<file path="config.mk">
export PLATFORM = sky130hd
export DESIGN_NAME = heichips25_project_mux
export DESIGN_NICKNAME = d
export VERILOG_FILES = /design/src/rtl/heichips25_project_mux.sv
export SDC_FILE = /design/constraint.sdc
export NUM_CORES = 1
export LEC_CHECK = 0
export CORE_MARGIN = 2
export CORE_UTILIZATION = 24
export DETAILED_ROUTE_END_ITERATION = 10
export PLACE_DENSITY_LB_ADDON = 0.08
export SKIP_LAST_GASP = 1
export SLEW_MARGIN = 20
export SYNTH_ARGS = -nofsm -noshare
export SYNTH_HDL_FRONTEND = slang
export SYNTH_SLANG_ARGS = --single-unit
</file>
<file path="constraint.sdc">
create_clock -name clk -period 2.4 [get_ports clk]
set_input_delay 0.48 -clock clk [delete_from_list [all_inputs] [get_ports clk]]
set_output_delay 0.48 -clock clk [all_outputs]
set_load 0.02 [all_outputs]
</file>
<file path="src/rtl/heichips25_project_mux.sv">
`default_nettype none
// ============================================================================
// Module   : heichips25_project_mux
// Purpose  : Runtime-selectable multi-project slot for one set of
//            Tiny-Tapeout-style pads. Exactly one project owns the pads.
//            A switch first drains the pads to zero, then holds the incoming
//            project in reset before handing it the pads.
// Ports    :
//   clk, rst                 clock, asynchronous active-high reset
//   ena                      global harness enable
//   sel_valid, sel_id        slot selection request
//   sel_ready                high while a request can be accepted (ACTIVE)
//   sel_err                  one-cycle pulse for an out-of-range request
//   active_id                slot currently owning the pads
//   proj_ena, proj_rst_n     per-slot enable / active-low reset
//   proj_uo_out, proj_uio_out, proj_uio_oe
//                            flattened project outputs, slot k = [8k+7:8k]
//   uo_out, uio_out, uio_oe  registered pad outputs
// Revision : 1.0 - initial release
// ============================================================================
module heichips25_project_mux #(
  parameter int NUM_PROJECTS    = 3,
  parameter int DRAIN_CYCLES    = 2,
  parameter int RST_CYCLES      = 4,
  parameter int DEFAULT_PROJECT = 0,
  parameter int SEL_W           = (NUM_PROJECTS > 2) ? $clog2(NUM_PROJECTS) : 1
) (
  input  logic                      clk,
  input  logic                      rst,
  input  logic                      ena,
  input  logic                      sel_valid,
  input  logic [SEL_W-1:0]          sel_id,
  output logic                      sel_ready,
  output logic                      sel_err,
  output logic [SEL_W-1:0]          active_id,
  output logic [NUM_PROJECTS-1:0]   proj_ena,
  output logic [NUM_PROJECTS-1:0]   proj_rst_n,
  input  logic [8*NUM_PROJECTS-1:0] proj_uo_out,
  input  logic [8*NUM_PROJECTS-1:0] proj_uio_out,
  input  logic [8*NUM_PROJECTS-1:0] proj_uio_oe,
  output logic [7:0]                uo_out,
  output logic [7:0]                uio_out,
  output logic [7:0]                uio_oe
);

  localparam int C_CNT_MAX = (DRAIN_CYCLES > RST_CYCLES) ? DRAIN_CYCLES : RST_CYCLES;
  localparam int C_CNT_W   = (C_CNT_MAX > 1) ? $clog2(C_CNT_MAX + 1) : 1;

  localparam logic [C_CNT_W-1:0] c_drain_last = C_CNT_W'(DRAIN_CYCLES - 1);
  localparam logic [C_CNT_W-1:0] c_rst_last   = C_CNT_W'(RST_CYCLES - 1);
  localparam logic [C_CNT_W-1:0] c_cnt_one    = C_CNT_W'(1);
  localparam logic [SEL_W:0]     c_num_proj   = (SEL_W + 1)'(NUM_PROJECTS);
  localparam logic [SEL_W-1:0]   c_default    = SEL_W'(DEFAULT_PROJECT);

  typedef enum logic [1:0] {
    ST_ACTIVE = 2'd0,
    ST_DRAIN  = 2'd1,
    ST_RESET  = 2'd2
  } state_t;

  state_t                  r_state;
  state_t                  w_state_nxt;
  logic [C_CNT_W-1:0]      r_cnt;
  logic [C_CNT_W-1:0]      w_cnt_nxt;
  logic [SEL_W-1:0]        r_active;
  logic [SEL_W-1:0]        w_active_nxt;
  logic [SEL_W-1:0]        r_target;
  logic [SEL_W-1:0]        w_target_nxt;
  logic                    w_err_nxt;

  logic                    r_sel_ready;
  logic                    r_sel_err;
  logic [NUM_PROJECTS-1:0] r_proj_ena;
  logic [NUM_PROJECTS-1:0] r_proj_rst_n;
  logic [7:0]              r_uo_out;
  logic [7:0]              r_uio_out;
  logic [7:0]              r_uio_oe;

  logic [7:0]              w_uo_slot  [NUM_PROJECTS];
  logic [7:0]              w_uio_slot [NUM_PROJECTS];
  logic [7:0]              w_oe_slot  [NUM_PROJECTS];
  logic [7:0]              w_uo_sel;
  logic [7:0]              w_uio_sel;
  logic [7:0]              w_oe_sel;
  logic [NUM_PROJECTS-1:0] w_onehot_nxt;
  logic                    w_pads_live;

  // Split the flattened project buses into per-slot bytes.
  generate
    for (genvar k = 0; k < NUM_PROJECTS; k++) begin : g_slot
      assign w_uo_slot[k]  = proj_uo_out[8*k +: 8];
      assign w_uio_slot[k] = proj_uio_out[8*k +: 8];
      assign w_oe_slot[k]  = proj_uio_oe[8*k +: 8];
    end
  endgenerate

  // Slot mux driven by the current owner; the owner never changes while
  // the pads are live, so using the registered id is safe.
  always_comb begin
    w_uo_sel  = '0;
    w_uio_sel = '0;
    w_oe_sel  = '0;
    for (int k = 0; k < NUM_PROJECTS; k++) begin
      if (r_active == SEL_W'(k)) begin
        w_uo_sel  = w_uo_slot[k];
        w_uio_sel = w_uio_slot[k];
        w_oe_sel  = w_oe_slot[k];
      end
    end
  end

  // Next-state logic. The accept condition uses the ACTIVE state directly,
  // which is exactly what sel_ready reflects.
  always_comb begin
    w_state_nxt  = r_state;
    w_cnt_nxt    = r_cnt;
    w_active_nxt = r_active;
    w_target_nxt = r_target;
    w_err_nxt    = 1'b0;
    case (r_state)
      ST_ACTIVE: begin
        if (sel_valid) begin
          if ({1'b0, sel_id} >= c_num_proj) begin
            w_err_nxt = 1'b1;
          end else if (sel_id != r_active) begin
            w_state_nxt  = ST_DRAIN;
            w_cnt_nxt    = '0;
            w_target_nxt = sel_id;
          end
        end
      end
      ST_DRAIN: begin
        if (r_cnt == c_drain_last) begin
          w_state_nxt  = ST_RESET;
          w_cnt_nxt    = '0;
          w_active_nxt = r_target;
        end else begin
          w_cnt_nxt = r_cnt + c_cnt_one;
        end
      end
      ST_RESET: begin
        if (r_cnt == c_rst_last) begin
          w_state_nxt = ST_ACTIVE;
          w_cnt_nxt   = '0;
        end else begin
          w_cnt_nxt = r_cnt + c_cnt_one;
        end
      end
      default: begin
        w_state_nxt = ST_RESET;
        w_cnt_nxt   = '0;
      end
    endcase
  end

  always_comb begin
    w_onehot_nxt = '0;
    for (int k = 0; k < NUM_PROJECTS; k++) begin
      w_onehot_nxt[k] = (w_active_nxt == SEL_W'(k));
    end
  end

  // Pads carry data only when ACTIVE both before and after the edge: the
  // accepting edge already blanks them, and the first ACTIVE cycle still
  // shows zero so the new project gets one clean cycle out of reset.
  assign w_pads_live = (r_state == ST_ACTIVE) && (w_state_nxt == ST_ACTIVE) && ena;

  // All outputs are registered from the next state so they line up with it.
  always_ff @(posedge clk or posedge rst) begin
    if (rst) begin
      r_state      <= ST_RESET;
      r_cnt        <= '0;
      r_active     <= c_default;
      r_target     <= c_default;
      r_sel_ready  <= 1'b0;
      r_sel_err    <= 1'b0;
      r_proj_ena   <= '0;
      r_proj_rst_n <= '0;
      r_uo_out     <= '0;
      r_uio_out    <= '0;
      r_uio_oe     <= '0;
    end else begin
      r_state      <= w_state_nxt;
      r_cnt        <= w_cnt_nxt;
      r_active     <= w_active_nxt;
      r_target     <= w_target_nxt;
      r_sel_ready  <= (w_state_nxt == ST_ACTIVE);
      r_sel_err    <= w_err_nxt;
      r_proj_ena   <= ((w_state_nxt == ST_ACTIVE) && ena) ? w_onehot_nxt : '0;
      // The outgoing project stays out of reset through DRAIN.
      r_proj_rst_n <= (w_state_nxt == ST_RESET) ? '0 : w_onehot_nxt;
      r_uo_out     <= w_pads_live ? w_uo_sel  : 8'h00;
      r_uio_out    <= w_pads_live ? w_uio_sel : 8'h00;
      r_uio_oe     <= w_pads_live ? w_oe_sel  : 8'h00;
    end
  end

  assign sel_ready  = r_sel_ready;
  assign sel_err    = r_sel_err;
  assign active_id  = r_active;
  assign proj_ena   = r_proj_ena;
  assign proj_rst_n = r_proj_rst_n;
  assign uo_out     = r_uo_out;
  assign uio_out    = r_uio_out;
  assign uio_oe     = r_uio_oe;

endmodule
`default_nettype wire
</file>
run_1/cell_density.png
Scale: 3 px per um. 10 x 10 tiles, from black (low) to pale yellow (high), 0 to 100% covered.
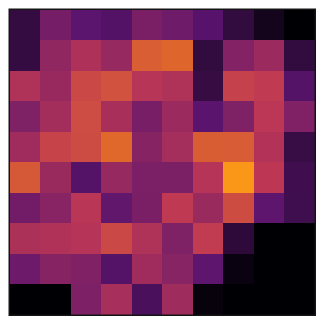
tiles over 75% full: 1.0%
mean over tiles: 34%
nearly empty tiles: 11%
emptiest ninth of the die: lower right
fullest tile: 77%
Final Util: 0.3951
Init Core Util: 0.2471
Core ar.: 9240 um2

run_1/clk_routes.png
Scale: 6 px per um.
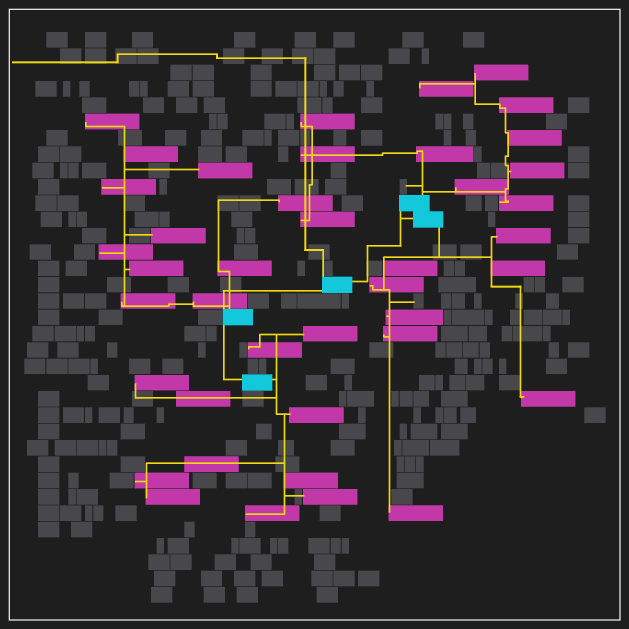
legend:
  clock drivers:
    color: cyan
    count: 5
  clock wires:
    color: yellow
    length: 599 um
  flip-flops:
    color: magenta
    count: 41
routed clock nets: 6
clock network power: 430 uW
worst-skew pair later-pin latency: 0.28 ns
Worst Clk Skew: 0.005051 ns

run_1/detail.png
Region (38, 38) to (63, 63) um. Cells in gray, sequential cells in the stronger gray; small squares are vias.
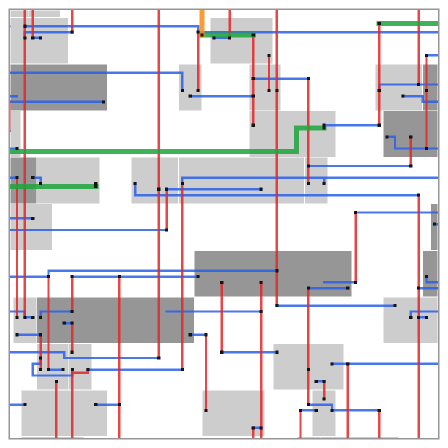
legend:
  metal 1:
    color: blue
  metal 4:
    color: orange
  metal 2:
    color: red
  metal 3:
    color: green
most frequent: nor2_1 (5), clkdlybuf4s50_1 (3), dfrtp_1 (3)
netlist names of flops here include: `uio_out` (2), `r_cnt` (1)
cells with their middle in the window: 21
sequential cells in the window: 3

==> run notes, run 1 <==
run metrics: outcome=complete, no violations, Max Cap Viol=0, MI comb cells=159, grt total ovfl=0, Dominant flop cell=dfrtp_1, Biggest consumer=combinational logic, Die Width=101.5 um, placed insts=459, Routed Antenna Nets=0, non-clock buffer total of the final layout=119, slowest stage cell, crit path=dfstp_2, top cell type by total area after synthesis=dfrtp_1, Pre-antenna DRT Iters=4, Sequential Power=963 uW, DIE HEIGHT=101.5 um, r2r worst-path depth=7, and+or+nand+nor area frac=0.2197, Area Overhead vs Synth=59.89%, clock slew at reported path FFs=0.08 ns, Tmin final=2.262 ns, clock network area share=0.02125, max-slew violations=0, Worst path top cell family by delay=AND-OR/OR-AND gates, Final Hold Vio Count=0, aggregate negative setup slack=0 ns
-- run 1: how the worst min path moves through the flow --
stage                           start            end  slack [ns]  cells after the start
after global placement       r_cnt[1]       r_cnt[1]        0.50                      1
after CTS                         rst  proj_rst_n[1]        0.46                      2
after global routing              rst  proj_rst_n[0]        0.47                      2
final                             rst     r_state[0]        0.45                      2
after floorplan           r_target[0]    r_target[0]        0.46                      2
after detailed placement  r_target[0]    r_target[0]        0.50                      2
-- run 1: layer usage --
layer,vias up,share of wire,track usage
met4,0,0.0080,0.03119
met1,890,0.42,0.1435
li1,979,-,-
met5,-,0,0
met2,63,0.49,0.2126
met3,4,0.083,0.05038
--- run 2 (diff from run 1) ---
--- a/config.mk
+++ b/config.mk
@@ -7,6 +7,7 @@
 export LEC_CHECK = 0
 export CORE_MARGIN = 2
 export CORE_UTILIZATION = 24
+export CTS_BUF_LIST = sky130_fd_sc_hd__clkbuf_4 sky130_fd_sc_hd__clkbuf_8
 export DETAILED_ROUTE_END_ITERATION = 10
 export PLACE_DENSITY_LB_ADDON = 0.08
 export SKIP_LAST_GASP = 1
run_2/cell_density.png
Scale: 3 px per um. 10 x 10 tiles, from black (low) to pale yellow (high), 0 to 100% covered.
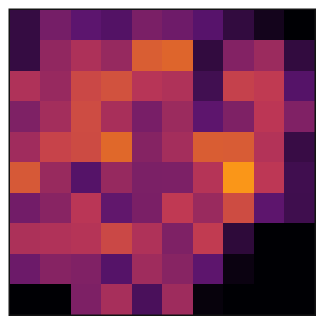
mean over tiles: 34%
tiles over 75% full: 1.0%
nearly empty tiles: 11%
emptiest ninth of the die: lower right
fullest tile: 77%
Final Util: 0.3955

==> run notes, run 2 <==
run metrics: max-slew violations=0 (unchanged), r2r worst-path depth=7 (unchanged), met1 Use GR=0.1435 (unchanged), Core ar.=9240 um2 (unchanged), outcome=complete, no violations, worst-skew pair later-pin latency=0.28 ns (about the same), Max Cap Viol=0 (unchanged), Init Core Util=0.2471 (unchanged), total track usage=0.1238, grt met3 use=0.05038 (unchanged), GRT Max-Usage Layer=met2, setup ws final=0.1392 ns, # Cells Yosys=221, placed insts=459 (unchanged), largest net degree at the start of global routing=26, Area Overhead vs Synth=60.06%, and+or+nand+nor area frac=0.2197 (unchanged), grt total ovfl=0 (unchanged), WHS=0.4529 ns, Top cell area share=0.4384, Routed Antenna Nets=0 (unchanged), top cell type by total area after synthesis=dfrtp_1, Pre-antenna DRT Iters=4 (unchanged), met2 Use GR=0.2126 (unchanged), DIE HEIGHT=101.5 um (unchanged), post-route cell area=3655 um2, vias in the first global route=2000, Worst path top cell family by delay=AND-OR/OR-AND gates, clock slew at reported path FFs=0.08 ns (about the same), Critical Path RT=2.62 ns, aggregate negative setup slack=0 ns (unchanged), Dominant flop cell=dfrtp_1, Tmin final=2.261 ns (-0.001574 ns), worst hold-check path type=input port to async pin, worst setup path class=flop to flop, adder share=0.04384, Final Hold Vio Count=0 (unchanged), Post-synth EDFFs=0, Die Width=101.5 um (unchanged), most frequent logic cell in the layout=clkdlybuf4s50_1, Placer Congestion=0.7632, Crit Reg-Reg Endpoint=uio_oe[4]
run_2/clocks.png
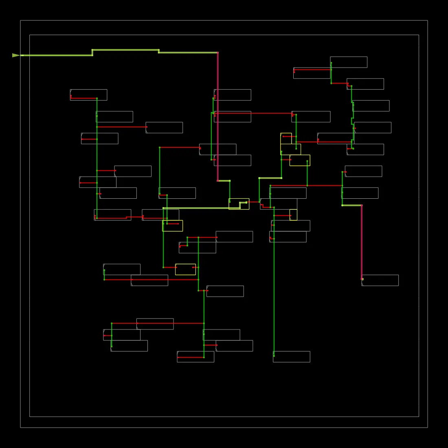
TritonCTS Buffers: 5
clock network power: 442 uW
Worst Clk Skew: 0.004978 ns
num sequential: 41

==> run 2: cell counts after synthesis <==
Identical to the previous run, type by type.
==> run 2: cell type report <==
cell class              count  share of cell area
clock inverters             1            0.001369
multi-input cells         159              0.3170
flip-flops and latches     41              0.2814
well taps                 129             0.04416
clock buffers               6             0.02088
repair buffers            119              0.3239
inverters                  11             0.01130
==> run 2: power by group <==
| part | total [uW] | internal [uW] | leakage [uW] | switching [uW] |
|---|---|---|---|---|
| sequential | 963 | 871 | 0.000546 | 91.4 |
| clock | 442 | 209 | 0.0000445 | 233 |
| combinational | 1710 | 785 | 0.000919 | 926 |
==> run 2: routing by layer <==
metal | share of wire | up-vias
met3 | 0.083 | 4
met1 | 0.42 | 893
li1 | - | 979
met2 | 0.49 | 63
met5 | 0 | -
met4 | 0.0080 | 0
No activity file was given, so power comes from the tool's default toggle rates.
